==> config.mk <==
export PLATFORM = sky130hd
export DESIGN_NAME = seq_arith_unit
export DESIGN_NICKNAME = d
export VERILOG_FILES = /design/src/rtl/seq_arith_pkg.sv /design/src/rtl/seq_arith_unit_addsub_core.sv /design/src/rtl/seq_arith_unit.sv
export SDC_FILE = /design/constraint.sdc
export NUM_CORES = 1
export LEC_CHECK = 0
export ABC_CLOCK_PERIOD_IN_PS = 5000
export CAP_MARGIN = 20
export CORE_ASPECT_RATIO = 1.5
export CORE_UTILIZATION = 38
export CTS_CLUSTER_DIAMETER = 60
export DETAILED_ROUTE_END_ITERATION = 8
export PLACE_DENSITY = 0.55
export SYNTH_ARGS = -nofsm -noshare
export SYNTH_HDL_FRONTEND = slang
export SYNTH_SLANG_ARGS = --single-unit
==> constraint.sdc <==
create_clock -name clk -period 5 [get_ports clk]
set_input_delay 1 -clock clk [delete_from_list [all_inputs] [get_ports clk]]
set_output_delay 1 -clock clk [all_outputs]
set_load 0.05 [all_outputs]
**A small window of the routed layout**

Region (53, 87) to (83, 117) um. Cells in grey, sequential cells in the stronger grey; small squares are vias.
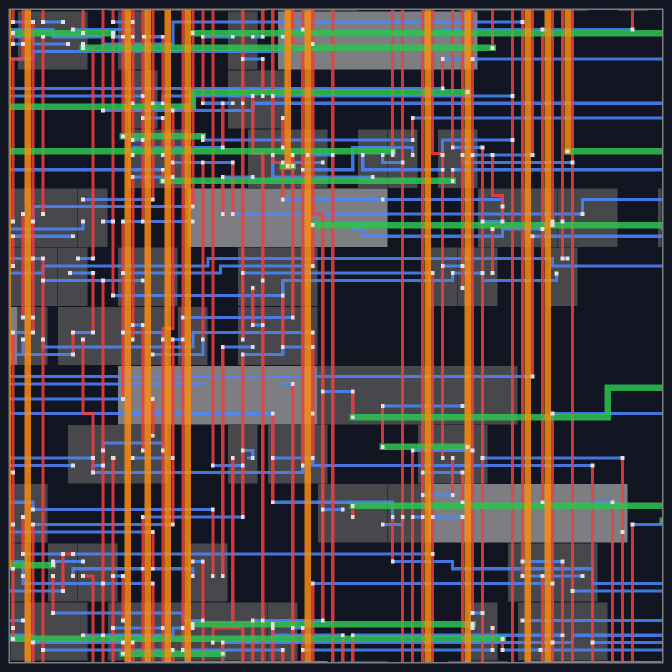
M4 -> orange
M2 -> red
M3 -> green
M1 -> blue
cells with their middle in the window = 50
most frequent = nor2_1 (7), nand2_1 (7), mux2i_1 (6)
sequential cells in the window = 4

**Signal wires by layer**

The bar under the picture is 50 um long.
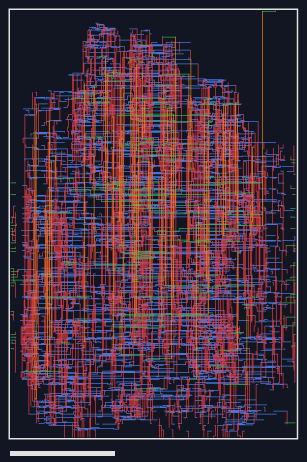
M3 -> green  # wire length 1,530 um
M2 -> red  # wire length 18,700 um
M1 -> blue  # wire length 15,100 um
M4 -> orange  # wire length 3,290 um
Total Wirelength: 38.66 mm
drt wl/cell: 23.60 um
Tot GR Track Use: 28.96%
vias: 10,080

**Drive-strength map**

The bar under the picture is 50 um long.
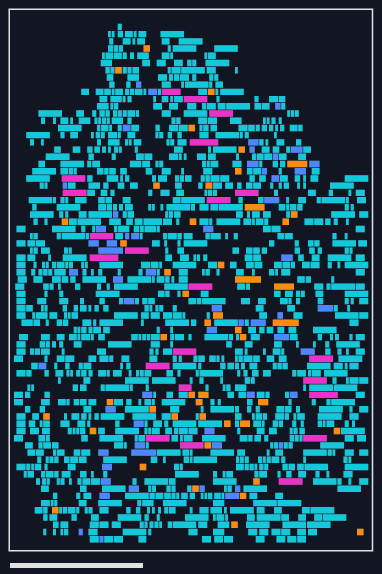
x1 and smaller -> cyan  # cells 1,175, most used nand2_1
x2 -> blue  # cells 57, most used mux2_2
x3 and x4 -> orange  # cells 47, most used buf_4
x6 and larger -> magenta  # cells 22, most used clkbuf_16
setup ws final: 0.8426 ns
Syn-to-layout area delta: 15.00%

**Wires at chosen ports, followed through buffers**

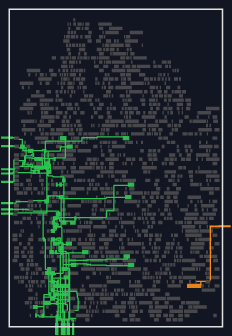
a -> green  # bits 16, direction input, end cells 66, wire 1,370 um
div0 -> orange  # bits 1, direction output, end cells 1, wire 49.4 um
input/output buffers: 77
io pins: 78

**The clock network**

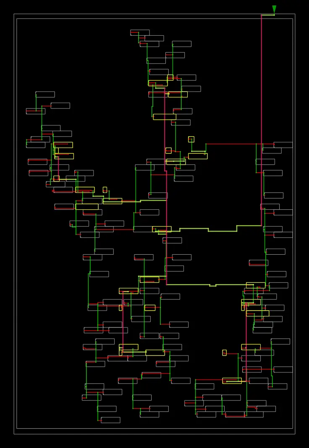
clock sinks: 115
num sequential: 115
layout clock buffer count: 21

==> results.py <==
# Flow results
metrics = {
    "cells_and_area": {
        "fin_nets": 1355,
        "final_util_pct": 44.54,
        "comb_area_share_pct": 57.58,
        "regArea_um2": 2880,
        "antenna_cells": 0,
        "fill_cells": 2674,
        "dominant_cells": "logic gates",
        "mi_logic_area_um2": 6817,
        "clock_area_share_pct": 4.946,
    },
    "cts": {
        "cts_tree": "done",
        "clk_latency_ns": 0.43,
        "clock_tree.root_cell": "clkbuf_16",
        "cts_hold_buf": 0,
        "numCtsBuffers": 17,
        "post_cts_buffers": 0,
        "h-tree-depth": 4,
    },
    "grt": {
        "antenna_found_initial": 0,
        "grt_pass1_wl_mm": 59.63,
        "grt_pass1_vias": 9799,
    },
    "synthesis": {
        "ys_sh_mux_pct": 9.504,
        "synth_nets": 1345,
        "yosysWarningCount": 0,
        "flop_cell": "dfrtp_1",
        "synth.cellmix.adderShare_pct": 3.233,
        "edf_count": 0,
        "synth.cellmix.simpleShare_pct": 17.95,
        "synth_area_um2": 10290,
        "yosys-stat-cells": 1279,
        "synth_area_per_cell_um2": 8.049,
        "yosys-top-cells-area": "dfrtp_1, mux2i_1, o21ai_0, nand2_1, xnor2_1",
        "xor_share_pct": 7.997,
        "post-synth-top-count-cell": "nand2_1",
        "top_area_cell": "dfrtp_1",
        "synth_top_area_share_pct": 27.95,
        "top_logic_kind": "AND-OR/OR-AND gates",
    },
    "sta": {
        "slew_violations": 0,
        "fin_skew_ns": 0.01135,
        "finalSetupTns_ns": 0,
        "layout_min_cycle_time_ns": 4.157,
        "finalHoldViolCount": 0,
        "tightest_slew_ns": 1.042,
    },
    "worst_setup_path": {
        "arrival_ns": 4.47,
        "cp_num_buf_inv": 0,
        "crit_type": "register to register",
        "r2r_slack_ns": 0.84,
        "critPathCaptureType": "register",
        "worst_path_dominant_cell_family": "simple AND/OR/NAND/NOR gates",
        "cp_num_cells": 8,
        "worstPathRequired_ns": 5.31,
        "critPathSlowestCell": "o41ai_1",
    },
    "min_path": {
        "hp-class": "register to register",
    },
    "route": {
        "drc_errors": 0,
        "viasPerCell": 6.151,
        "route.antenna.remaining_nets": 0,
        "dr.pass1.iters": 5,
    },
    "status": {
        "status": "finished clean",
    },
    "place": {
        "hpwl_mm": 29.64,
        "dp_slack_ns": 0.9546,
    },
    "die": {
        "fp_util_pct": 38.73,
        "tap_cells": 337,
        "chipArea_um2": 27770,
        "die_h_um": 203.6,
        "row_count": 73,
    },
}
metrics by stage:
stage                     instance area [um2]  hold WS [ns]
after floorplan                         10290        0.4488
after global placement                  11250        0.4618
after detailed placement                11250        0.4697
after CTS                               11840        0.4825
after global routing                    11840        0.4956
final                                   11840        0.4727
placed cells by master (no fill, tap or decap), types with 7 or more instances in the layout:
| cell | n |
|---|---|
| a211oi_1 | 9 |
| a21o_1 | 11 |
| a21oi_1 | 85 |
| a221oi_1 | 7 |
| a222oi_1 | 9 |
| a22o_1 | 16 |
| a2bb2oi_1 | 7 |
| a31oi_1 | 7 |
| buf_4 | 34 |
| clkbuf_16 | 17 |
| clkdlybuf4s50_1 | 74 |
| dfrtp_1 | 113 |
| ha_1 | 25 |
| inv_1 | 29 |
| mux2_2 | 22 |
| mux2i_1 | 73 |
| nand2_1 | 150 |
| nand3_1 | 19 |
| nand4_1 | 13 |
| nor2_1 | 89 |
| nor3_1 | 26 |
| nor4_1 | 13 |
| o211ai_1 | 20 |
| o21ai_0 | 128 |
| o221ai_1 | 8 |
| o22ai_1 | 7 |
| o31ai_1 | 22 |
| o41ai_1 | 10 |
| or2_2 | 9 |
| or3_1 | 16 |
| or4_1 | 12 |
| xnor2_1 | 56 |
| xor2_1 | 38 |
routing by layer:
layer / global-route usage [%] / part of all wire (%)
met4: 23.49 / 8.5
met5: 0 / 0
met1: 33.07 / 39
met3: 3.455 / 4.0
met2: 48.10 / 48
